### Signal wires by layer, run 1

Scale: 6 px per um. Two of the layers only.
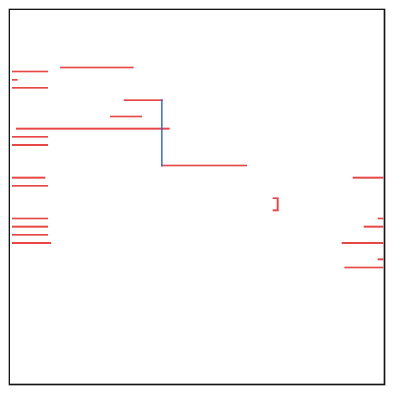
### Nets reached from selected ports, run 1

Scale: 8 px per um.
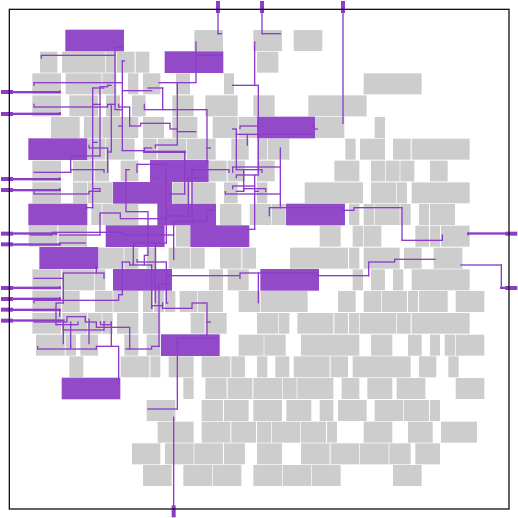
### Cell placement, run 1

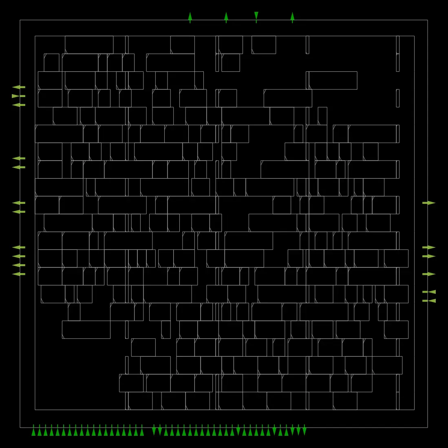
### Routed metal per tile, run 1

Scale: 6 px per um. 12 x 12 tiles, from dark blue (low) to red (high), scaled to the fullest tile. Values are wire area over tile area, all layers added.
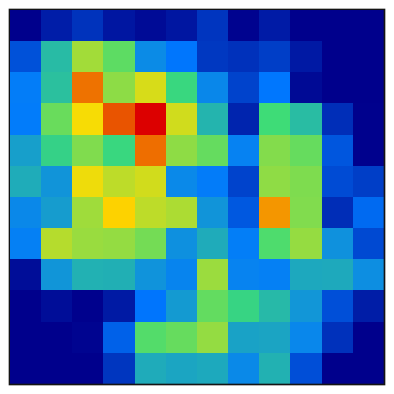
--- src/rtl/hazard_ctrl.sv ---
// Pipeline hazard controller: load-use / branch-operand stalls, redirect flushes, data-memory waits.
// Optional decode-stage branch resolution is enabled with `define BRANCH_IN_DECODE_EN.
module hazard_ctrl #(
   parameter int unsigned MEM_TIMEOUT = 255
) (
   input  logic        clk,
   input  logic        rst,
   input  logic [4:0]  RsAddr_D,
   input  logic [4:0]  RtAddr_D,
   input  logic [4:0]  RsAddr_E,
   input  logic [4:0]  RtAddr_E,
   input  logic [4:0]  RegDstAddr_E,
   input  logic [4:0]  RegDstAddr_M,
   input  logic        RegWriteEN_E,
   input  logic        RegWriteEN_M,
   input  logic        MemToReg_E,
   input  logic        MemToReg_M,
   input  logic        Branch_D,
   input  logic        BranchTaken_D,
   input  logic        BranchTaken_E,
   input  logic        Jump_D,
   input  logic        MemReq_M,
   input  logic        MemReady,
   output logic        StallF,
   output logic        StallD,
   output logic        StallE,
   output logic        StallM,
   output logic        FlushD,
   output logic        FlushE,
   output logic        FlushW,
   output logic        MemError,
   output logic [15:0] StallCycles
);

   typedef enum logic [0:0] {StRun, StMemWait} state_e;

   state_e      state_q, state_d;
   logic [7:0]  wait_cnt_q, wait_cnt_d;
   logic        mem_err_q, mem_err_d;
   logic [15:0] stall_cnt_q, stall_cnt_d;

   logic memwait, loaduse, match_e, timeout;
   logic br_hazard, redirect_d, redirect_e;
   logic unused_inputs;

   assign memwait = MemReq_M & ~MemReady;
   assign match_e = (RegDstAddr_E == RsAddr_D) | (RegDstAddr_E == RtAddr_D);
   assign loaduse = MemToReg_E & RegWriteEN_E & (RegDstAddr_E != 5'd0) & match_e;
   // Timeout fires in the MEM_TIMEOUT-th MEM_WAIT cycle, the same cycle MemError is high.
   assign timeout = (state_q == StMemWait) && (wait_cnt_q == 8'(MEM_TIMEOUT - 1));

`ifdef BRANCH_IN_DECODE_EN
   logic match_m;
   assign match_m    = (RegDstAddr_M == RsAddr_D) | (RegDstAddr_M == RtAddr_D);
   assign br_hazard  = Branch_D & ((RegWriteEN_E & (RegDstAddr_E != 5'd0) & match_e) |
                                   (MemToReg_M & (RegDstAddr_M != 5'd0) & match_m));
   assign redirect_d = (Branch_D & BranchTaken_D) | Jump_D;
   assign redirect_e = 1'b0;
   assign unused_inputs = ^{RsAddr_E, RtAddr_E, RegWriteEN_M, BranchTaken_E};
`else
   assign br_hazard  = 1'b0;
   assign redirect_d = BranchTaken_E | Jump_D;
   assign redirect_e = BranchTaken_E;
   assign unused_inputs = ^{RsAddr_E, RtAddr_E, RegWriteEN_M, MemToReg_M, RegDstAddr_M,
                            Branch_D, BranchTaken_D};
`endif

   always_ff @(posedge clk) begin
      if (rst) begin
         state_q     <= StRun;
         wait_cnt_q  <= 8'd0;
         mem_err_q   <= 1'b0;
         stall_cnt_q <= 16'd0;
      end else begin
         state_q     <= state_d;
         wait_cnt_q  <= wait_cnt_d;
         mem_err_q   <= mem_err_d;
         stall_cnt_q <= stall_cnt_d;
      end
   end

   always_comb begin
      state_d    = state_q;
      wait_cnt_d = wait_cnt_q;
      unique case (state_q)
         StRun: begin
            wait_cnt_d = 8'd0;
            if (memwait) state_d = StMemWait;
         end
         StMemWait: begin
            if (MemReady || timeout) begin
               state_d    = StRun;
               wait_cnt_d = 8'd0;
            end else begin
               wait_cnt_d = wait_cnt_q + 8'd1;
            end
         end
         default: state_d = StRun;
      endcase
      mem_err_d   = (state_d == StMemWait) && (wait_cnt_d == 8'(MEM_TIMEOUT - 1));
      stall_cnt_d = stall_cnt_q;
      if (StallF && (stall_cnt_q != 16'hFFFF)) stall_cnt_d = stall_cnt_q + 16'd1;
   end

   always_comb begin
      StallF = 1'b0;
      StallD = 1'b0;
      StallE = 1'b0;
      StallM = 1'b0;
      FlushD = 1'b0;
      FlushE = 1'b0;
      FlushW = 1'b0;
      if (!rst) begin
         if (((state_q == StRun) && memwait) ||
             ((state_q == StMemWait) && !MemReady && !timeout)) begin
            StallF = 1'b1;
            StallD = 1'b1;
            StallE = 1'b1;
            StallM = 1'b1;
            FlushW = 1'b1;
         end else if (loaduse || br_hazard) begin
            StallF = 1'b1;
            StallD = 1'b1;
            FlushE = 1'b1;
         end else if (redirect_d) begin
            FlushD = 1'b1;
            FlushE = redirect_e;
         end
      end
   end

   assign MemError    = mem_err_q;
   assign StallCycles = stall_cnt_q;

endmodule

--- config.mk ---
export PLATFORM = sky130hd
export DESIGN_NAME = hazard_ctrl
export DESIGN_NICKNAME = d
export VERILOG_FILES = /design/src/rtl/hazard_ctrl.sv
export SDC_FILE = /design/constraint.sdc
export NUM_CORES = 1
export LEC_CHECK = 0
export CORE_MARGIN = 2
export CORE_UTILIZATION = 46
export DETAILED_ROUTE_END_ITERATION = 7
export PLACE_DENSITY = 0.82
export SYNTH_ARGS = -nofsm -noshare
export SYNTH_HDL_FRONTEND = slang
export SYNTH_SLANG_ARGS = --single-unit
--- constraint.sdc ---
create_clock -name clk -period 3.3 [get_ports clk]
set_clock_uncertainty 0.2 [all_clocks]
set_input_delay 0.495 -clock clk [delete_from_list [all_inputs] [get_ports clk]]
set_output_delay 0.495 -clock clk [all_outputs]
set_load 0.005 [all_outputs]
==> flow_metrics.tcl, run 1 <==
# implementation run metrics
set metrics [dict create \
    worstSkewPairLatency_ns 0.32 \
    dieHeight_um 62.3 \
    gp_congestion 0.818 \
    drive_above_1_share_pct 14.7 \
    cellPowerDensity_nw_per_um2 263 \
    yosys.area_share.simple_pct 32.0 \
    grt_pass1_vias 1377 \
    cts_resized 1 \
    top_area_cell "dfxtp_1" \
    enable_flop_cells 0 \
    hold_path_depth 1 \
    max_stage_delay_ns 0.54 \
    holdCritPathClass "flip-flop to flip-flop" \
    yosysUniqueCellTypes 49 \
    placed_area_um2 2070 \
    setup_ws_ns 0.269 \
    grt_overflow 0 \
    flop_cell "dfxtp_1" \
    grt_start_max_net_pins 24 \
    setup_viol 0 \
    area_delta_synth_final_pct 34.6 \
    hpwlAfterDp_um 2750 \
    pre_cts_ws_ns -0.00878 \
    synthArstFlopShare_pct 0 \
    netlist_logic_family_top "simple AND/OR/NAND/NOR gates" \
    drc 0 \
    die-area_um2 3880 \
    path_cells "clkdlybuf4s50_1, or4_1, o211ai_2, inv_2, a21o_2, nor3_1, dlygate4sd2_1" \
    num_antenna_cells 0 \
    firstDrtPassIters 6 \
    synth_warnings 0 \
    final_cell_area_um2 2100 \
    yosys-stat-cells 185 \
    grt_first_pass_wirelength_um 5990 \
    p_leak_nw 0.718 \
    status "complete, no violations" \
    critPathBufInv 3 \
    pin_count 66 \
    viasPerCell 5.36 \
    synth_cells 185 \
]
About 'Signal wires by layer':
metal 4 -> blue  # wire length 10.9 um
metal 3 -> red  # wire length 146 um

About 'Nets reached from selected ports':
StallCycles -> purple  # direction output, end cells 16, wire 730 um

About 'Cell placement':
sequential share of cell area: 24.7%
flip-flops: 26
number of fill cells in the layout: 290

About 'Routed metal per tile':
fullest tile = 0.46
tiles over half the peak = 27%
mean over tiles = 0.15

[run 1: synthesized netlist by cell type, types with 2 or more instances]
cell,count
nor2_1,23
xor2_1,3
or2_2,3
nand3b_1,2
and3_1,3
or4_1,3
nor2b_1,7
o41ai_1,2
dfxtp_1,26
o31ai_1,3
ha_1,3
buf_4,3
o21ai_0,2
nand3_1,15
a31oi_1,2
buf_2,2
a21oi_1,9
o31a_2,3
inv_1,3
nand2b_1,4
nand2_1,9
clkbuf_1,4
nor3_1,6
mux2_2,2
o21ba_2,2
xnor2_1,12
nand4_1,2
nor4b_1,2
nor4_1,5
[run 1: final timing paths]
path                                      start              to  slack [ns]
worst min-delay path              wait_cnt_q[0]   wait_cnt_q[0]        0.31
worst max register to register   StallCycles[0]  StallCycles[6]        0.97
worst min register to register    wait_cnt_q[0]   wait_cnt_q[0]        0.31
worst max-delay path            RegDstAddr_E[3]          FlushD        0.27
[run 1: state kept, by name, indices dropped and copies added (netlist names)]
| signal | count |
|---|---|
| MemError | 1 |
| state_q | 1 |
| wait_cnt_q | 8 |
| StallCycles | 16 |
[run 1: final cells by class]
class | count | area [um2]
Timing Repair Buffer | 55 | 534
Clock buffer | 3 | 22.5
Inverter | 4 | 15.0
Sequential cell | 26 | 520
Fill cell | 290 | 1210
Multi-Input combinational cell | 144 | 953
Tap cell | 46 | 57.6
[run 1: power breakdown]
group	switching, mW	internal [mW]
registers	0.00370	0.316
clock network	0.0922	0.0429
logic	0.0401	0.0581
[run 1: per-layer routing]
metal | track usage [%] | vias up | wire length [um]
met3 | 3.26 | 2 | 146
met2 | 36.0 | 30 | 1830
met4 | 3.89 | 0 | 10
met1 | 21.1 | 698 | 1640
li1 | - | 759 | -
met5 | 0 | - | 0
### Where the registers sit, run 1

Scale: 10 px per um. Other sequential cells in the stronger grey, the rest of the logic in the fainter grey.
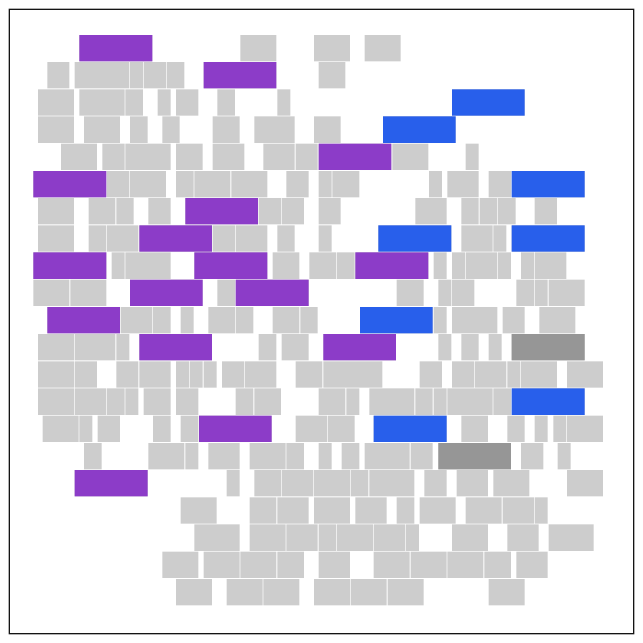

## Run 2: what changed since run 1
--- a/config.mk
+++ b/config.mk
@@ -7,2 +7,3 @@
 export LEC_CHECK = 0
+export CAP_MARGIN = 10
 export CORE_MARGIN = 2
--- a/constraint.sdc
+++ b/constraint.sdc
@@ -4,2 +4,2 @@
 set_output_delay 0.495 -clock clk [all_outputs]
-set_load 0.005 [all_outputs]
+set_load 0.02 [all_outputs]
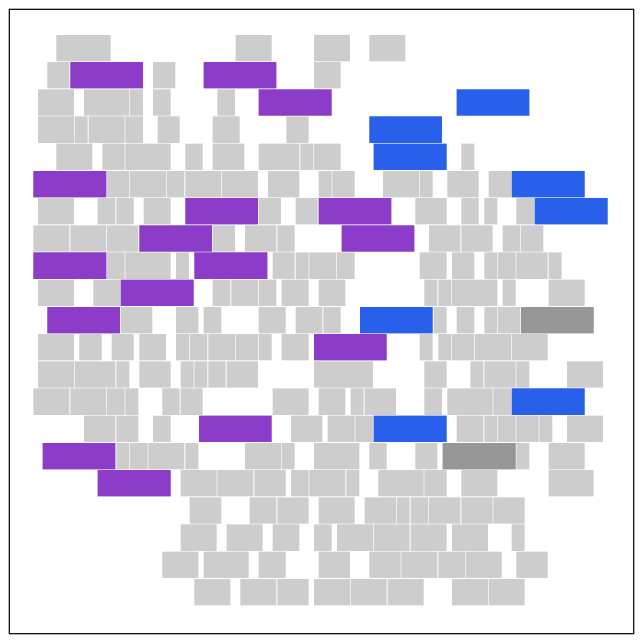
*Where the registers sit, run 2*
Scale: 10 px per um. Other sequential cells in the stronger grey, the rest of the logic in the fainter grey.
StallCycles -> purple  # flops 16
wait_cnt_q -> blue  # flops 8

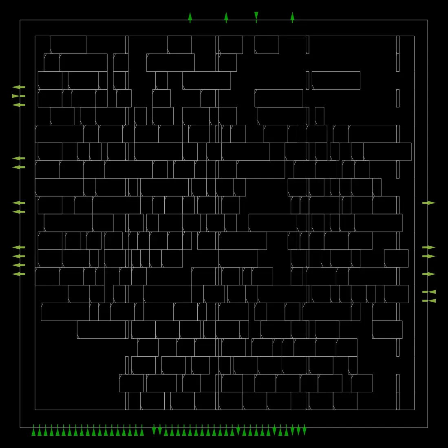
*Cell placement, run 2*
final core area utilization: 63.4%
number of fill cells in the layout: 287
non-filler cells, final: 278
sequential share of cell area: 24.8%

==> run 2 against run 1 <==
Net effect: setup slack lost 0.10 ns; register-to-register slack gained 0.04 ns; critical path depth is the same; worst hold slack lost 0.0039 ns; synthesized area is the same; non-clock buffer count is the same; combinational power grew 7%; core utilization shrank 0.11 points; critical endpoint unchanged; largest power group unchanged.
==> flow_metrics.tcl, run 2 <==
# implementation run metrics
set metrics [dict create \
    grt_start_max_net_pins 24 \
    flop_area_um2 520 \
    firstDrtPassIters 4 \
    cellPowerDensity_nw_per_um2 268 \
    pwr-share-comb_pct 18.7 \
    drive_above_1_share_pct 14.7 \
    swShare_pct 25.8 \
    setup_viol 0 \
    critPathBufInv 3 \
    pg_clk_mw 0.137 \
    power_frac_clock_pct 24.4 \
    pin_count 66 \
    synth_warnings 0 \
    die-area_um2 3880 \
    grt_overflow 0 \
    holdCritPathClass "flip-flop to flip-flop" \
    power.share.sequential_pct 56.9 \
    p_leak_nw 0.706 \
    num_antenna_cells 0 \
    viasPerCell 5.29 \
    drc 0 \
    status "complete, no violations" \
    seq-power_mw 0.320 \
    enable_flop_cells 0 \
    yosys-stat-cells 185 \
    yosysMostFrequentCell "dfxtp_1" \
    dieHeight_um 62.3 \
    gp_congestion 0.820 \
    synth_cells 185 \
    hpwlAfterDp_um 2630 \
    flop_cell "dfxtp_1" \
    comb_area_um2 953 \
    largest_reg_flops 16 \
    grt_pass1_vias 1278 \
    top_area_cell "dfxtp_1" \
    yosysUniqueCellTypes 49 \
    maxPowerGroup "registers" \
    worstSkewPairLatency_ns 0.33 \
    common_cells "dfxtp_1 (26), nor2_1 (23), nand3_1 (15)" \
    intPower_mw 0.417 \
    area_delta_synth_final_pct 34.3 \
]
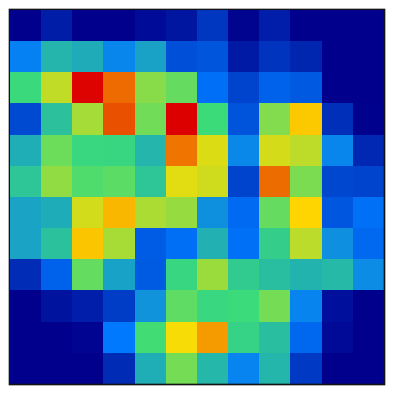
*Routed metal per tile, run 2*
Scale: 6 px per um. 12 x 12 tiles, from dark blue (low) to red (high), scaled to the fullest tile. Values are wire area over tile area, all layers added.
mean over tiles = 0.14
fullest tile = 0.42
nearly empty tiles = 16%
densest ninth of the die = left middle
emptiest ninth of the die = bottom left
tiles over half the peak = 28%
total length of routed wires: 3490 um
GRT Util Overall: 17.9%
wire per inst: 12.6 um
routed vias: 1470

## run 2: cell count changes in the layout (fill, tap and decap cells not counted)
| cell | change |
|---|---|
| dlygate4sd2_1 | +1 |
| dlymetal6s2s_1 | -1 |
## run 2: layer usage
| layer | global-route usage [%] | wire length (um) | share of wire [%] |
|---|---|---|---|
| met1 | 21.0 | 1630 | 47 |
| met2 | 31.7 | 1670 | 48 |
| met3 | 5.07 | 158 | 4.5 |
| met4 | 5.83 | 40 | 1.1 |
| met5 | 0 | 0 | 0 |
## run 2: metrics by stage
stage / setup slack (ns) / power [mW] / cell area (um2)
after detailed placement: -0.137 / 0.434 / 2070
after global placement: -0.142 / 0.432 / 2070
after CTS: 0.000514 / 0.568 / 2090
after floorplan: 0.603 / 0.383 / 1560
final: 0.164 / 0.563 / 2100
after global routing: 0.00921 / 0.587 / 2100
## run 2: cell families after synthesis
family | after synthesis | synth area share, %
fa+ha+maj | 3 | 2.40
mux | 3 | 2.40
flops | 26 | 33.3
compound gates | 32 | 15.8
simple gates | 91 | 32.0
xor+xnor | 15 | 8.41
buf+inv | 15 | 5.68
## run 2: path summary, 6_finish.rpt
kind	start	to	slack, ns	depth (start not counted)
worst max register to register	StallCycles[0]	StallCycles[6]	1.01	8
worst min register to register	wait_cnt_q[0]	wait_cnt_q[0]	0.30	1
worst min-delay path	wait_cnt_q[0]	wait_cnt_q[0]	0.30	1
worst max-delay path	RegDstAddr_E[3]	FlushD	0.16	7
## run 2: final cells by class
type | count | share of cell area [%]
multi-input combinational | 144 | 45.4
timing repair buffer | 55 | 25.3
sequential | 26 | 24.8
tap | 46 | 2.74
clock buffer | 3 | 1.07
inverter | 4 | 0.715
## run 2: timing repair
action	CTS	global route
gates resized	2	2
hold buffers	0	0
setup buffers	0	0
endpoints found under the setup margin	3	2
Power figures rest on the tool's default switching activity, not on a simulated workload.
